===== src/rtl/n_bit_divider_pkg.sv =====
// rtl/n_bit_divider_pkg.sv - shared arithmetic constants and divider state encoding
package n_bit_divider_pkg;

    localparam int DEFAULT_N = 64;

    typedef enum logic [1:0] {
        IDLE = 2'd0,
        RUN  = 2'd1,
        DONE = 2'd2
    } div_state_e;

endpackage


===== src/rtl/n_bit_divider_if.sv =====
// rtl/n_bit_divider_if.sv - start/done request and result bundle for the divider
interface n_bit_divider_if import n_bit_divider_pkg::*; #(
    parameter int N = DEFAULT_N
) ();

    logic         start;
    logic [N-1:0] dividend;
    logic [N-1:0] divisor;
    logic         busy;
    logic         done;
    logic [N-1:0] quotient;
    logic [N-1:0] remainder;
    logic         div_by_zero;

    modport master (
        output start, dividend, divisor,
        input  busy, done, quotient, remainder, div_by_zero
    );

    modport slave (
        input  start, dividend, divisor,
        output busy, done, quotient, remainder, div_by_zero
    );

endinterface


===== src/rtl/n_bit_divider_trial_sub.sv =====
// rtl/n_bit_divider_trial_sub.sv - (N+1)-bit trial subtractor, neg flags a failed trial
module n_bit_trial_sub #(
    parameter int N = 64
) (
    input  logic [N:0] a,
    input  logic [N:0] b,
    output logic [N:0] diff,
    output logic       neg
);

    assign diff = a - b;
    assign neg  = diff[N];

endmodule


===== src/rtl/n_bit_divider.sv =====
// rtl/n_bit_divider.sv - sequential unsigned restoring divider, one quotient bit per cycle
module n_bit_divider import n_bit_divider_pkg::*; #(
    parameter int N = DEFAULT_N
) (
    input  logic            clk,
    input  logic            rst_n,
    n_bit_divider_if.slave  bus
);

    localparam int CW = $clog2(N);

    div_state_e   state_q, state_d;
    logic [CW-1:0] cnt_q, cnt_d;
    logic [N-1:0] dvnd_q, dvnd_d;
    logic [N-1:0] dvsr_q, dvsr_d;
    logic [N-1:0] r_q, r_d;
    logic [N-1:0] q_acc_q, q_acc_d;
    logic [N-1:0] quotient_q, quotient_d;
    logic [N-1:0] remainder_q, remainder_d;
    logic         dbz_q, dbz_d;
    logic         zero_pend_q, zero_pend_d;

    logic [N:0]   trial;
    logic [N:0]   sub_diff;
    logic         sub_neg;
    logic         unused_diff_msb;

    assign trial = {r_q, q_acc_q[N-1]};

    n_bit_trial_sub #(.N(N)) u_trial_sub (
        .a    (trial),
        .b    ({1'b0, dvsr_q}),
        .diff (sub_diff),
        .neg  (sub_neg)
    );

    assign unused_diff_msb = sub_diff[N];

    always_comb begin
        state_d     = state_q;
        cnt_d       = cnt_q;
        dvnd_d      = dvnd_q;
        dvsr_d      = dvsr_q;
        r_d         = r_q;
        q_acc_d     = q_acc_q;
        quotient_d  = quotient_q;
        remainder_d = remainder_q;
        dbz_d       = dbz_q;
        zero_pend_d = 1'b0;

        case (state_q)
            IDLE, DONE: begin
                state_d = IDLE;
                // A zero divisor spends one non-busy cycle here so its result lands one edge after acceptance
                if (zero_pend_q) begin
                    state_d     = DONE;
                    quotient_d  = '1;
                    remainder_d = dvnd_q;
                    dbz_d       = 1'b1;
                end else if (bus.start) begin
                    dvnd_d      = bus.dividend;
                    dvsr_d      = bus.divisor;
                    quotient_d  = '0;
                    remainder_d = '0;
                    dbz_d       = 1'b0;
                    if (bus.divisor == '0) begin
                        zero_pend_d = 1'b1;
                    end else begin
                        state_d = RUN;
                        r_d     = '0;
                        q_acc_d = bus.dividend;
                        cnt_d   = '0;
                    end
                end
            end
            RUN: begin
                r_d     = sub_neg ? trial[N-1:0] : sub_diff[N-1:0];
                q_acc_d = {q_acc_q[N-2:0], ~sub_neg};
                cnt_d   = cnt_q + CW'(1);
                if (cnt_q == CW'(N - 1)) begin
                    state_d     = DONE;
                    quotient_d  = q_acc_d;
                    remainder_d = r_d;
                end
            end
            default: state_d = IDLE;
        endcase
    end

    always_ff @(posedge clk) begin
        if (!rst_n) begin
            state_q     <= IDLE;
            cnt_q       <= '0;
            dvnd_q      <= '0;
            dvsr_q      <= '0;
            r_q         <= '0;
            q_acc_q     <= '0;
            quotient_q  <= '0;
            remainder_q <= '0;
            dbz_q       <= 1'b0;
            zero_pend_q <= 1'b0;
        end else begin
            state_q     <= state_d;
            cnt_q       <= cnt_d;
            dvnd_q      <= dvnd_d;
            dvsr_q      <= dvsr_d;
            r_q         <= r_d;
            q_acc_q     <= q_acc_d;
            quotient_q  <= quotient_d;
            remainder_q <= remainder_d;
            dbz_q       <= dbz_d;
            zero_pend_q <= zero_pend_d;
        end
    end

    assign bus.busy        = (state_q == RUN);
    assign bus.done        = (state_q == DONE);
    assign bus.quotient    = quotient_q;
    assign bus.remainder   = remainder_q;
    assign bus.div_by_zero = dbz_q;

endmodule

===== src/flat_wrapper.sv =====
// flat-port wrapper written by rule: the top's interface ports become plain ports
module n_bit_divider_flat import n_bit_divider_pkg::*;
#(
    parameter int N = DEFAULT_N
)
  (clk, rst_n, bus_start, bus_dividend, bus_divisor, bus_busy, bus_done, bus_quotient, bus_remainder, bus_div_by_zero);
  n_bit_divider_if #(.N(N)) bus_i ();
  input  logic clk;
  input  logic rst_n;
  input wire logic [$bits(bus_i.start)-1:0] bus_start;
  input wire logic [$bits(bus_i.dividend)-1:0] bus_dividend;
  input wire logic [$bits(bus_i.divisor)-1:0] bus_divisor;
  output wire logic [$bits(bus_i.busy)-1:0] bus_busy;
  output wire logic [$bits(bus_i.done)-1:0] bus_done;
  output wire logic [$bits(bus_i.quotient)-1:0] bus_quotient;
  output wire logic [$bits(bus_i.remainder)-1:0] bus_remainder;
  output wire logic [$bits(bus_i.div_by_zero)-1:0] bus_div_by_zero;
  assign bus_i.start = bus_start;
  assign bus_i.dividend = bus_dividend;
  assign bus_i.divisor = bus_divisor;
  assign bus_busy = bus_i.busy;
  assign bus_done = bus_i.done;
  assign bus_quotient = bus_i.quotient;
  assign bus_remainder = bus_i.remainder;
  assign bus_div_by_zero = bus_i.div_by_zero;
  n_bit_divider #(.N(N)) u_core (.clk(clk), .rst_n(rst_n), .bus(bus_i));
endmodule

===== config.mk =====
export PLATFORM = sky130hd
export DESIGN_NAME = n_bit_divider_flat
export DESIGN_NICKNAME = d
export VERILOG_FILES = /design/src/rtl/n_bit_divider_pkg.sv /design/src/rtl/n_bit_divider_if.sv /design/src/rtl/n_bit_divider_trial_sub.sv /design/src/rtl/n_bit_divider.sv /design/src/flat_wrapper.sv
export SDC_FILE = /design/constraint.sdc
export NUM_CORES = 1
export LEC_CHECK = 0
export CAP_MARGIN = 20
export CORE_UTILIZATION = 35
export CTS_CLUSTER_DIAMETER = 50
export DETAILED_ROUTE_END_ITERATION = 8
export GPL_ROUTABILITY_DRIVEN = 0
export MAX_ROUTING_LAYER = met4
export PLACE_DENSITY = 0.63
export SYNTH_ARGS = -nofsm -noshare
export SYNTH_HDL_FRONTEND = slang
export SYNTH_SLANG_ARGS = --single-unit

===== constraint.sdc =====
create_clock -name clk -period 4.3 [get_ports clk]
set_input_delay 0.86 -clock clk [delete_from_list [all_inputs] [get_ports clk]]
set_output_delay 0.86 -clock clk [all_outputs]
set_load 0.02 [all_outputs]

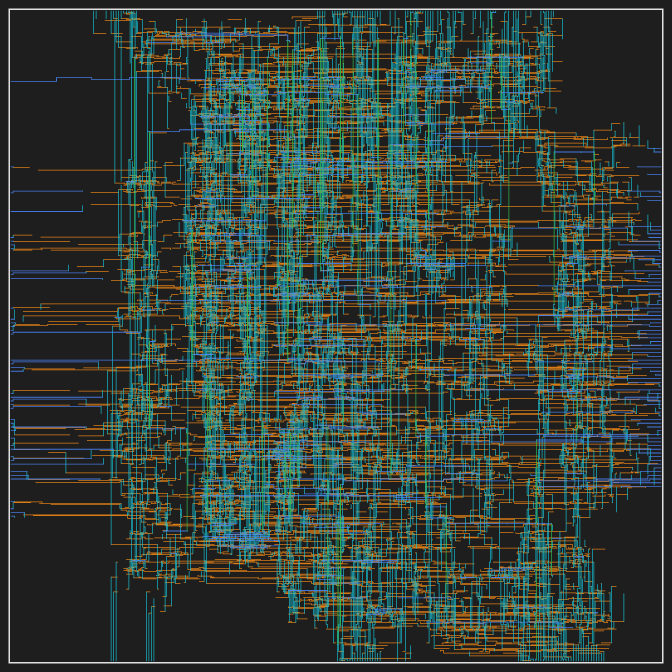
layers.png
layer	color	wire length
M3	blue	5450 um
M1	orange	30.9 mm
M4	green	2270 um
M2	cyan	29.1 mm

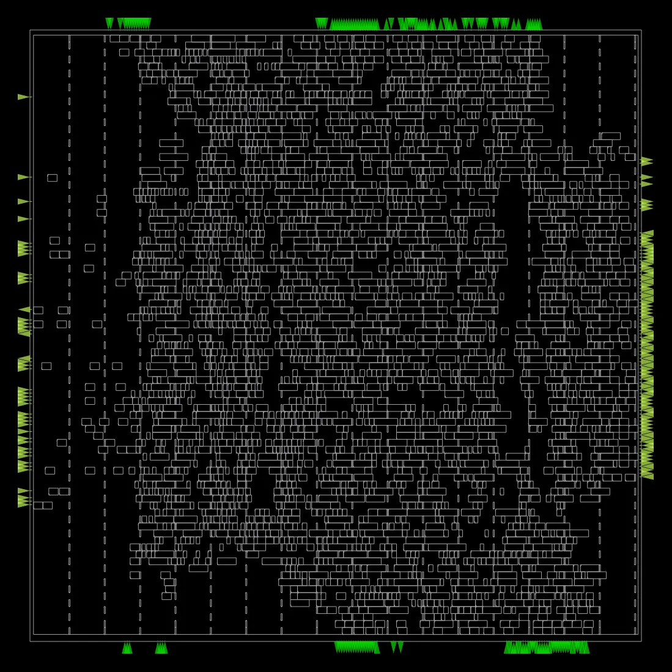
placed.png
Seq cells: 394
number of core rows: 86
count of fill cells added during filler insertion: 5387
area of the placeable core: 55200 sq um

==> notes.md <==
The synthesis and PnR run went through. Leakage power of the design landed at 9.033 nW. Looking at the gate-level netlist, the highest instance count belongs to sky130_fd_sc_hd__a21oi_1. Of the combinational cells, the family taking the most area is AND-OR/OR-AND gates. Entering global routing, the biggest net connects approximately 170 pins.

Setup repair after global routing left no endpoint under its margin. Flop and latch count out of synthesis landed at ~390. Number of tapcells landed at approximately 750. The initial antenna violation count is 1. TritonCTS buffer count landed at 44. Global-route wire length before repair landed at 103.9 mm. Total global-route track usage over all layers is about a quarter. Per the post-route antenna check, the number of violating nets is 0.

Walking the critical path from launch to capture passes 14 cell instances. Post-CTS setup repair buffer count landed at 0. After synthesis, the cell types taking the most area are sky130_fd_sc_hd__dfxtp_1, sky130_fd_sc_hd__a21oi_1, sky130_fd_sc_hd__nand2_1. Summing internal, switching and leakage power gives ~14 mW.

Flop share of the area landed at between 30% and 40%. For this run, the top clock speed supported by timing is 260.7 MHz. STA classifies the critical path startpoint as a flop. In the routed design, unresolved DRC markers number 0.

Per the synthesis report, the single largest cell type by area occupies 40.24% of cell area. Final cell count without fillers landed at ~3500. The run finished with clean final reports. Vertical die dimension landed at about 240 um.

Post-CTS resize count landed at 0. Xor/xnor cell area share of the yosys netlist landed at roughly 2.8%. Adding up every negative setup slack in the final design gives 0 ns. Arrival time reported for the critical path endpoint landed at about 4.3 ns.

Met3 usage landed at 4.584%. The overall die size recorded for this design is roughly 57000 sq um. In the final report, the number of hold violations comes to 0. Per STA, the worst path is made up of inv_1 -> ha_1 -> fa_1 -> nand2b_1 -> a21o_1 -> a211o_1 -> a211oi_2 -> o21ai_1 -> a21oi_2 -> nor3_2 -> nor2_4 -> buf_4 -> mux2i_1 -> a311oi_1. Count of inverters not on the clock network in the layout landed at approximately 85. Measured in cells, the most critical reg-to-reg path has a length of 14.
registers in the layout, indices dropped and copies added (netlist names):
register,flops
u_core.bus.quotient,64
u_core.bus.remainder,64
u_core.cnt_q,6
u_core.r_q,64
u_core.dvsr_q,64
u_core.dvnd_q,64
u_core.state_q,2
u_core.bus.div_by_zero,1
u_core.zero_pend_q,1
u_core.q_acc_q,64
power groups by stage:
stage / Sequential, mW / Clock (mW) / Combinational [mW]
floorplan: 4.34 / 0 / 3.70
global placement: 4.31 / 0 / 5.38
detailed placement: 4.32 / 0 / 5.47
CTS: 4.24 / 4.13 / 5.50
global route: 4.28 / 4.28 / 6.05
finish: 4.25 / 4.06 / 5.61
Power figures rest on the tool's default switching activity, not on a simulated workload.
